==> run_1/port_trees.png <==
(8 px per um)
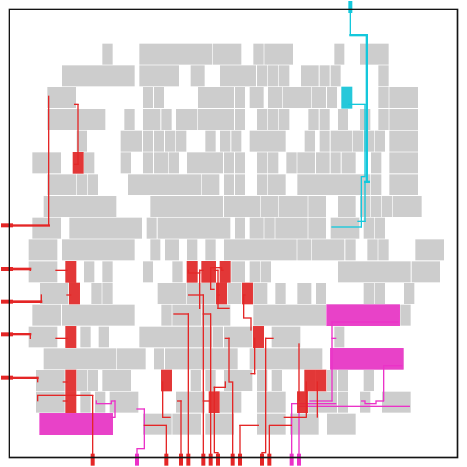
==> run_1/m3.png <==
(6 px per um) Cells faint in the background.
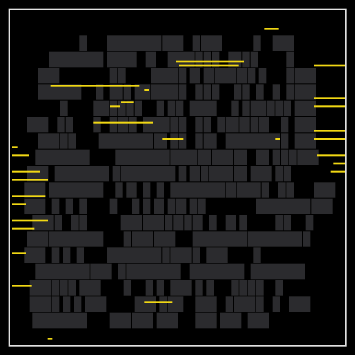
==> run_1/clock_wires.png <==
(8 px per um)
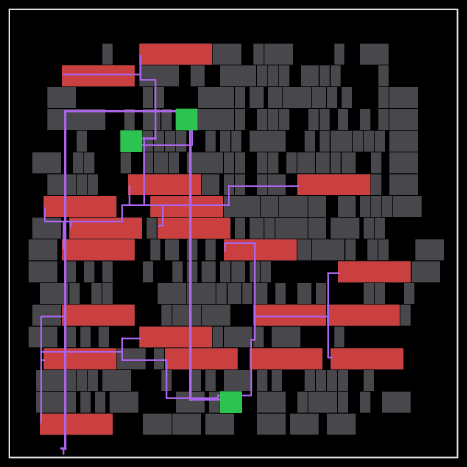
**config.mk**
```make
export PLATFORM = sky130hd
export DESIGN_NAME = gpr_transfer_sequencer
export DESIGN_NICKNAME = d
export VERILOG_FILES = /design/src/rtl/gpr_transfer_sequencer_pkg.sv /design/src/rtl/gpr_transfer_sequencer_uop_rom.sv /design/src/rtl/gpr_transfer_sequencer.sv
export SDC_FILE = /design/constraint.sdc
export NUM_CORES = 1
export LEC_CHECK = 0
export ABC_AREA = 1
export CORE_MARGIN = 1.5
export CORE_UTILIZATION = 45
export DETAILED_ROUTE_END_ITERATION = 16
export PLACE_DENSITY = 0.81
export SYNTH_ARGS = -nofsm -noshare
export SYNTH_HDL_FRONTEND = slang
export SYNTH_HIERARCHICAL = 1
export SYNTH_SLANG_ARGS = --single-unit
```
**constraint.sdc**
```tcl
create_clock -name clk -period 3.4 [get_ports clk]
set_input_delay 0.68 -clock clk [delete_from_list [all_inputs] [get_ports clk]]
set_output_delay 0.68 -clock clk [all_outputs]
set_load 0.02 [all_outputs]
```
**src/rtl/gpr_transfer_sequencer_pkg.sv**
```systemverilog
// Shared definitions for the GPR transfer sequencer: opcodes, GPR select
// codes, ALU op codes, per-opcode step counts and the control word.
// Register select code 001 addresses R7; no current sequence drives it.
package gpr_transfer_sequencer_pkg;

  localparam logic [3:0] OPC_NOP  = 4'd0;
  localparam logic [3:0] OPC_MOV  = 4'd1;
  localparam logic [3:0] OPC_ADD  = 4'd2;
  localparam logic [3:0] OPC_SUB  = 4'd3;
  localparam logic [3:0] OPC_SWAP = 4'd4;
  localparam logic [3:0] OPC_CLR  = 4'd5;

  localparam logic [2:0] SEL_R0  = 3'b000;
  localparam logic [2:0] SEL_RD1 = 3'b010;
  localparam logic [2:0] SEL_RD2 = 3'b011;
  localparam logic [2:0] SEL_RS1 = 3'b100;
  localparam logic [2:0] SEL_RS2 = 3'b101;

  localparam logic [1:0] ALU_ADD    = 2'b00;
  localparam logic [1:0] ALU_SUB    = 2'b01;
  localparam logic [1:0] ALU_PASS_A = 2'b10;

  typedef enum logic {S_IDLE, S_EXEC} state_t;

  typedef struct packed {
    logic       gpr_in;
    logic       gpr_out;
    logic [2:0] gpr_select;
    logic       tmp_in;
    logic       tmp_out;
    logic       alu_a_in;
    logic       alu_b_in;
    logic       alu_out;
    logic [1:0] alu_op;
  } ctrl_t;

  localparam ctrl_t CTRL_IDLE = '0;

  // Number of bus micro-steps per opcode; undefined opcodes behave as NOP.
  function automatic logic [2:0] op_steps(input logic [3:0] opc);
    case (opc)
      OPC_NOP:          op_steps = 3'd0;
      OPC_MOV, OPC_CLR: op_steps = 3'd2;
      OPC_ADD, OPC_SUB: op_steps = 3'd3;
      OPC_SWAP:         op_steps = 3'd4;
      default:          op_steps = 3'd0;
    endcase
  endfunction

endpackage

```
**src/rtl/gpr_transfer_sequencer_uop_rom.sv**
```systemverilog
// Micro-op ROM: combinational (opcode, step) -> control word and last-step flag.
module gpr_uop_rom
  import gpr_transfer_sequencer_pkg::*;
#(
  parameter int OPC_W  = 4,
  parameter int STEP_W = 2
) (
  input  logic [OPC_W-1:0]  opcode,
  input  logic [STEP_W-1:0] step,
  output ctrl_t             ctrl,
  output logic              last
);

  // Decode one bus transfer per step; the destination captures at the closing edge.
  always_comb begin
    ctrl = CTRL_IDLE;
    last = ((int'(step) + 1) == int'(op_steps(opcode)));
    case (opcode)
      OPC_MOV, OPC_CLR: begin
        case (int'(step))
          0: begin
            ctrl.gpr_out    = 1'b1;
            ctrl.gpr_select = (opcode == OPC_CLR) ? SEL_R0 : SEL_RS1;
            ctrl.tmp_in     = 1'b1;
          end
          1: begin
            ctrl.tmp_out    = 1'b1;
            ctrl.gpr_in     = 1'b1;
            ctrl.gpr_select = SEL_RD1;
          end
          default: ;
        endcase
      end
      OPC_ADD, OPC_SUB: begin
        case (int'(step))
          0: begin
            ctrl.gpr_out    = 1'b1;
            ctrl.gpr_select = SEL_RS1;
            ctrl.alu_a_in   = 1'b1;
          end
          1: begin
            ctrl.gpr_out    = 1'b1;
            ctrl.gpr_select = SEL_RS2;
            ctrl.alu_b_in   = 1'b1;
          end
          2: begin
            ctrl.alu_out    = 1'b1;
            ctrl.alu_op     = (opcode == OPC_SUB) ? ALU_SUB : ALU_ADD;
            ctrl.gpr_in     = 1'b1;
            ctrl.gpr_select = SEL_RD1;
          end
          default: ;
        endcase
      end
      OPC_SWAP: begin
        // Rd_2 is parked in ALU A so Rd_1 == Rd_2 still restores the original value.
        case (int'(step))
          0: begin
            ctrl.gpr_out    = 1'b1;
            ctrl.gpr_select = SEL_RD1;
            ctrl.tmp_in     = 1'b1;
          end
          1: begin
            ctrl.gpr_out    = 1'b1;
            ctrl.gpr_select = SEL_RD2;
            ctrl.alu_a_in   = 1'b1;
          end
          2: begin
            ctrl.tmp_out    = 1'b1;
            ctrl.gpr_in     = 1'b1;
            ctrl.gpr_select = SEL_RD2;
          end
          3: begin
            ctrl.alu_out    = 1'b1;
            ctrl.alu_op     = ALU_PASS_A;
            ctrl.gpr_in     = 1'b1;
            ctrl.gpr_select = SEL_RD1;
          end
          default: ;
        endcase
      end
      default: ;
    endcase
  end

endmodule

```
**src/rtl/gpr_transfer_sequencer.sv**
```systemverilog
// GPR transfer sequencer: IDLE/EXEC FSM, step counter and instruction field
// latches; control strobes come from gpr_uop_rom.
// Optional build macro ILLEGAL_OP_TRAP_EN enables the sticky illegal_op flag.
module gpr_transfer_sequencer
  import gpr_transfer_sequencer_pkg::*;
#(
  parameter int OPC_W         = 4,
  parameter int NUM_STEPS_MAX = 4
) (
  input  logic        clk,
  input  logic        reset,
  input  logic        start,
  input  logic [15:0] instr,
  output logic        busy,
  output logic        done,
  output logic        GPR_in,
  output logic        GPR_out,
  output logic [2:0]  GPR_select,
  output logic [2:0]  Rd_1,
  output logic [2:0]  Rd_2,
  output logic [2:0]  Rs_1,
  output logic [2:0]  Rs_2,
  output logic        TMP_in,
  output logic        TMP_out,
  output logic        ALU_A_in,
  output logic        ALU_B_in,
  output logic        ALU_out,
  output logic [1:0]  ALU_op,
  output logic        illegal_op
);

  localparam int STEP_W = (NUM_STEPS_MAX > 1) ? $clog2(NUM_STEPS_MAX) : 1;

  state_t             state_q, state_d;
  logic [STEP_W-1:0]  step_q, step_d;
  logic [OPC_W-1:0]   opc_q, opc_d;
  logic [2:0]         rd1_q, rd1_d, rd2_q, rd2_d, rs1_q, rs1_d, rs2_q, rs2_d;
  logic               done_q, done_d;
  logic               accept;
  ctrl_t              rom_ctrl, ctrl;
  logic               rom_last;

  assign accept = (state_q == S_IDLE) && start;

  gpr_uop_rom #(.OPC_W(OPC_W), .STEP_W(STEP_W)) u_rom (
    .opcode (opc_q),
    .step   (step_q),
    .ctrl   (rom_ctrl),
    .last   (rom_last)
  );

  // State register: FSM, step counter, latched fields and done pulse.
  always_ff @(posedge clk or posedge reset) begin
    if (reset) begin
      state_q <= S_IDLE;
      step_q  <= '0;
      opc_q   <= '0;
      rd1_q   <= '0;
      rd2_q   <= '0;
      rs1_q   <= '0;
      rs2_q   <= '0;
      done_q  <= 1'b0;
    end else begin
      state_q <= state_d;
      step_q  <= step_d;
      opc_q   <= opc_d;
      rd1_q   <= rd1_d;
      rd2_q   <= rd2_d;
      rs1_q   <= rs1_d;
      rs2_q   <= rs2_d;
      done_q  <= done_d;
    end
  end

  // Next state: accept in IDLE, walk the steps, pulse done after the last one.
  always_comb begin
    state_d = state_q;
    step_d  = step_q;
    opc_d   = opc_q;
    rd1_d   = rd1_q;
    rd2_d   = rd2_q;
    rs1_d   = rs1_q;
    rs2_d   = rs2_q;
    done_d  = 1'b0;
    case (state_q)
      S_IDLE: begin
        if (start) begin
          opc_d  = instr[15:16-OPC_W];
          rd1_d  = instr[11:9];
          rd2_d  = instr[8:6];
          rs1_d  = instr[5:3];
          rs2_d  = instr[2:0];
          step_d = '0;
          if (op_steps(instr[15:16-OPC_W]) == 3'd0) begin
            done_d = 1'b1;
          end else begin
            state_d = S_EXEC;
          end
        end
      end
      S_EXEC: begin
        if (rom_last) begin
          state_d = S_IDLE;
          step_d  = '0;
          done_d  = 1'b1;
        end else begin
          step_d = step_q + STEP_W'(1);
        end
      end
      default: state_d = S_IDLE;
    endcase
  end

  // Outputs: strobes only while executing, decoded from registered state.
  always_comb begin
    ctrl = CTRL_IDLE;
    if (state_q == S_EXEC) begin
      ctrl = rom_ctrl;
    end
  end

  assign busy       = (state_q == S_EXEC);
  assign done       = done_q;
  assign GPR_in     = ctrl.gpr_in;
  assign GPR_out    = ctrl.gpr_out;
  assign GPR_select = ctrl.gpr_select;
  assign TMP_in     = ctrl.tmp_in;
  assign TMP_out    = ctrl.tmp_out;
  assign ALU_A_in   = ctrl.alu_a_in;
  assign ALU_B_in   = ctrl.alu_b_in;
  assign ALU_out    = ctrl.alu_out;
  assign ALU_op     = ctrl.alu_op;
  assign Rd_1       = rd1_q;
  assign Rd_2       = rd2_q;
  assign Rs_1       = rs1_q;
  assign Rs_2       = rs2_q;

`ifdef ILLEGAL_OP_TRAP_EN
  logic illegal_q, illegal_d;

  // Sticky trap: set on acceptance of any undefined opcode.
  always_comb begin
    illegal_d = illegal_q;
    if (accept && (instr[15:12] > OPC_CLR)) begin
      illegal_d = 1'b1;
    end
  end

  // Trap flag register, cleared only by reset.
  always_ff @(posedge clk or posedge reset) begin
    if (reset) illegal_q <= 1'b0;
    else       illegal_q <= illegal_d;
  end

  assign illegal_op = illegal_q;
`else
  assign illegal_op = 1'b0;
`endif

endmodule

```
==> results.toml, run 1 <==
# implementation run metrics
[worst_setup_path]
crit_path_end = "GPR_select[0]"
worstPathArrival_ns = 2.20
r2r_slack_ns = 1.76
worst-path-stages = 7
r2r_start = "step_q[0]"
worstSetupPathType = "flip-flop to output pin"
r2r_cells = 9
end_kind = "output pin"

[route]
top_layer = "met4"
route.met3.wl_um = 125
wl_per_cell_um = 10.9

[logic_synthesis]
ys_warn_count = 6
yosysTopAreaCell = "dfrtp_1"
fp_nets = 204
synthArstFlopShare_pct = 100
top_logic_kind = "simple AND/OR/NAND/NOR gates"

[placement]
dp_hpwl_mm = 2.15

[worst_hold_path]
hold_class = "flip-flop to flip-flop"

[clock_network]
clkSinkCount = 20
numCtsBuffers = 3

[final_timing]
holdWs_ns = 0.481
setup_tns_ns = 0
max_freq_mhz = 348

[power]
intPower_uw = 773
p_sw_share_pct = 46.6
pwr-share-seq_pct = 33.6
pg_comb_uw = 820

[floorplanning]
rows = 18
fp_util_pct = 48.9
nWellTaps = 30

[finish]
dominant_cells = "logic gates"
num_antenna_cells = 0
buf_share_pct = 25.5
largest_reg_flops = 4

[grt]
grt_max_degree = 21

[status]
status = "finished, final reports clean"
Back to the opening pictures, port_trees.png:
legend:
  `TMP_in`:
    colour: cyan
    bits: 1
    direction: output
    end_cells: 1
    buffers: 1
    wire: 50.7 um
  `instr`:
    colour: red
    bits: 16
    direction: input
    end_cells: 17
    buffers: 16
    wire: 242 um
  `Rd_1`:
    colour: magenta
    bits: 3
    direction: output
    end_cells: 3
    buffers: 3
    wire: 76.0 um
number of top-level pins: 46
PortBufs: 44

Back to the opening pictures, m3.png:
wire length on this layer: 126 um
longest straight run: 14.5 um
share of all routed wire: 4.6%
main direction: horizontal
nets with wire on the layer: 27
Via Count: 1,167
drt total wl: 2.75 mm
met3 global-route usage: 2.79%

Back to the opening pictures, clock_wires.png:
legend:
  flip-flops:
    colour: red
    count: 20
  clock-net drivers:
    colour: green
    count: 3
  clock wires:
    colour: purple
    length: 292 um
routed clock nets: 4
worst skew pair latency: 0.31 ns
Setup Skew: 0.00447 ns
Clk network pwr share: 9.8%
Clk. pwr: 142 uW

==> run_1/class_map.png <==
(4 px per um)
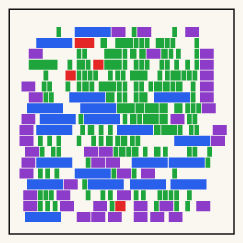

==> run 2, diff against run 1 <==
--- a/config.mk
+++ b/config.mk
@@ -7,9 +7,9 @@
 export LEC_CHECK = 0
 export ABC_AREA = 1
 export CORE_MARGIN = 1.5
-export CORE_UTILIZATION = 45
+export CORE_UTILIZATION = 44
 export DETAILED_ROUTE_END_ITERATION = 16
-export PLACE_DENSITY = 0.81
+export PLACE_DENSITY = 0.79
 export SYNTH_ARGS = -nofsm -noshare
 export SYNTH_HDL_FRONTEND = slang
 export SYNTH_HIERARCHICAL = 1
==> constraint.sdc (replaced) <==
create_clock -name clk -period 2.8 [get_ports clk]
set_input_delay 0.56 -clock clk [delete_from_list [all_inputs] [get_ports clk]]
set_output_delay 0.56 -clock clk [all_outputs]
set_load 0.02 [all_outputs]
==> run_2/class_map.png <==
(4 px per um)
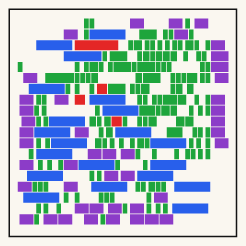
legend:
  remaining buffers and delay cells:
    colour: purple
    cells: 44
  remaining logic cells:
    colour: green
    cells: 154
  clock drivers and dummy loads:
    colour: red
    cells: 4
  sequential cells:
    colour: blue
    cells: 20
Std-Cell Rows: 19
final instance area: 1750 um^2
core region area: 2730 um^2

==> run 2 against run 1 <==
- utilization down 3.2 points
- combinational power rose by 19%
- first-iteration DRC count increased by 3.3%
- global-route usage is 2.3 points lower
- die size is 2.1% higher
- critical path type unchanged
- sequential power grew 21%
- register-to-register slack got worse by 0.51 ns
- via count shrank 1.4%
==> results.toml, run 2 <==
# implementation run metrics
[status]
status = "finished, final reports clean"

[route]
route.met3.wl_um = 101
first_pass_iters = 4
via_count = 1151
wl_per_cell_um = 9.47
top_layer = "met4"
drt_wl_total_mm = 2.40
via_per_inst = 4.55

[finish]
sh_seq_area_pct = 28.6
nonClockBufferCount = 44
final_layout_top_logic_cell = "nand2_1"
inverters_excl_clock = 32
n_clock_buffer = 3
utilization_pct = 64.1
num_antenna_cells = 0
largest_reg_flops = 4
buf_share_pct = 25.4
syn_to_final_growth_pct = 39.4
dominant_cells = "logic gates"

[logic_synthesis]
yosysTopAreaCell = "dfrtp_1"
ys_warn_count = 6
seq_area_frac_synth_pct = 39.8
fp_nets = 204
synthArstFlopShare_pct = 100
yosys-stat-cells = 179
yosysTopAreaCellShare_pct = 39.8
top_logic_kind = "simple AND/OR/NAND/NOR gates"
synth_flops = 20

[final_timing]
clock_skew_ns = 0.0105
rsz0062_at_grt = "false"
max_freq_mhz = 376
maxSlewViolCount = 0
setup_tns_ns = 0
holdWs_ns = 0.481

[power]
pwr-share-seq_pct = 32.8
p_clk_uw = 231
intPower_uw = 1000
p_sw_share_pct = 44.1
pg_comb_uw = 974
clock_power_share_pct = 12.9

[clock_network]
cts_resized = 0
numCtsBuffers = 3
ctsHoldBuffers = 0
clk_latency_ns = 0.30
clkSinkCount = 20

[worst_setup_path]
r2r_cells = 9
r2r_start = "step_q[1]"
worstSetupPathType = "flip-flop to output pin"
r2r-end = "step_q[0]"
startpoint_type = "flip-flop"
worst-path-stages = 7
worstPathArrival_ns = 2.10
r2r_slack_ns = 1.25
end_kind = "output pin"
crit_path_end = "GPR_select[0]"
worst-path-buf-inv = 4
cp-startpoint = "step_q[1]"

[grt]
grt_max_degree = 21
grtUsageMet1_pct = 20.4
grt_overflow = 0
grtUsageMet3_pct = 2.53

[placement]
port_buffers = 44
dp_worst_setup_slack_ns = 0.410
dp_hpwl_mm = 1.89

[floorplanning]
nWellTaps = 31
io-pin-count = 46
die_w_um = 56.4
chipArea_um2 = 3180
fp_util_pct = 45.9

[worst_hold_path]
hold_class = "flip-flop to flip-flop"
==> run 3, diff against run 2 <==
--- a/config.mk
+++ b/config.mk
@@ -6,7 +6,6 @@
 export NUM_CORES = 1
 export LEC_CHECK = 0
 export ABC_AREA = 1
-export CORE_MARGIN = 1.5
 export CORE_UTILIZATION = 44
 export DETAILED_ROUTE_END_ITERATION = 16
 export PLACE_DENSITY = 0.79
==> run_3/m3.png <==
(6 px per um) Cells faint in the background.
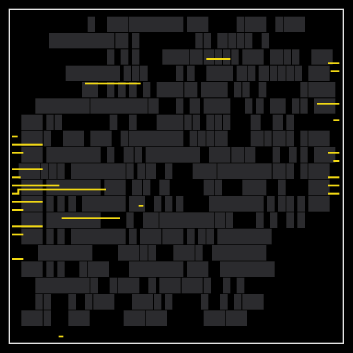
share of all routed wire: 3.6%
wire length on this layer: 87.8 um
main direction: horizontal
longest straight run: 14.5 um
nets with wire on the layer: 24
Via Count: 1,133
met3 global-route usage: 2.81%
drt total wl: 2.42 mm

==> run 3 against run 2 <==
- sequential power barely moved
- combinational power up 0.6%
- hold slack got worse by 0.00061 ns
- fmax barely moved
- register-to-register slack better by 0.03 ns
- first-iteration DRC count decreased by 16%
==> results.toml, run 3 <==
# implementation run metrics
[clock_network]
ctsHoldBuffers = 0
cts_resized = 0
clkSinkCount = 20
clk_latency_ns = 0.30
numCtsBuffers = 3

[power]
p_clk_uw = 234
top_power_group = "combinational logic"
pwr-share-seq_pct = 32.6
intPower_uw = 1000
clock_power_share_pct = 13.0
p_sw_share_pct = 44.3

[finish]
stdcell_area_um2 = 1750
n_clock_buffer = 3
syn_to_final_growth_pct = 39.2
nonClockBufferCount = 44
final_layout_top_logic_cell = "nand2_1"
sh_seq_area_pct = 28.7
num_antenna_cells = 0
utilization_pct = 64.0
buf_share_pct = 25.3
dominant_cells = "logic gates"
inverters_excl_clock = 32
largest_reg_flops = 4

[floorplanning]
io-pin-count = 46
coreArea_um2 = 2730
rows = 19
chipArea_um2 = 3070
die_w_um = 55.4
fp_util_pct = 45.9

[worst_hold_path]
hp-start = "Rs_2[1]"
hold_class = "flip-flop to flip-flop"

[worst_setup_path]
r2r_cells = 9
r2r-end = "step_q[0]"
cp-startpoint = "step_q[0]"
crit_chain = "inv_1 -> ha_1 -> inv_1 -> o22ai_1 -> nand2_1 -> inv_1 -> clkdlybuf4s50_1"
startpoint_type = "flip-flop"
worstSetupPathType = "flip-flop to output pin"
worstPathArrival_ns = 2.10
crit_path_end = "ALU_A_in"
r2r_slack_ns = 1.28
worst-path-buf-inv = 4
worst-path-stages = 7
path_max_fanout = 9
end_kind = "output pin"
r2r_start = "step_q[1]"

[route]
drt_iter0_markers = 26
top_layer = "met4"
first_pass_iters = 5
route.met3.wl_um = 87
via_per_inst = 4.48

[logic_synthesis]
yosysTopAreaCell = "dfrtp_1"
yosysTopAreaCellShare_pct = 39.8
yosys-stat-cells = 179
ys_warn_count = 6
top_logic_kind = "simple AND/OR/NAND/NOR gates"
synthSimpleGateAreaFrac_pct = 36.3
synth_flops = 20
fp_nets = 204
seq_area_frac_synth_pct = 39.8
synthArstFlopShare_pct = 100

[final_timing]
max_freq_mhz = 376
rsz0062_at_grt = "false"
max-slew-margin-rel_pct = 51.1
setup_tns_ns = 0
maxSlewViolCount = 0
holdWs_ns = 0.480
clock_skew_ns = 0.00849
period_needed_ns = 2.66

[grt]
antenna_found_initial = 0
grtUsageMet1_pct = 22.1
grt_max_degree = 21

[placement]
port_buffers = 44
dp_worst_setup_slack_ns = 0.437
dp_hpwl_mm = 1.87
dp_cells = 249

[status]
status = "finished, final reports clean"
Power is estimated from default activity; no workload was simulated.
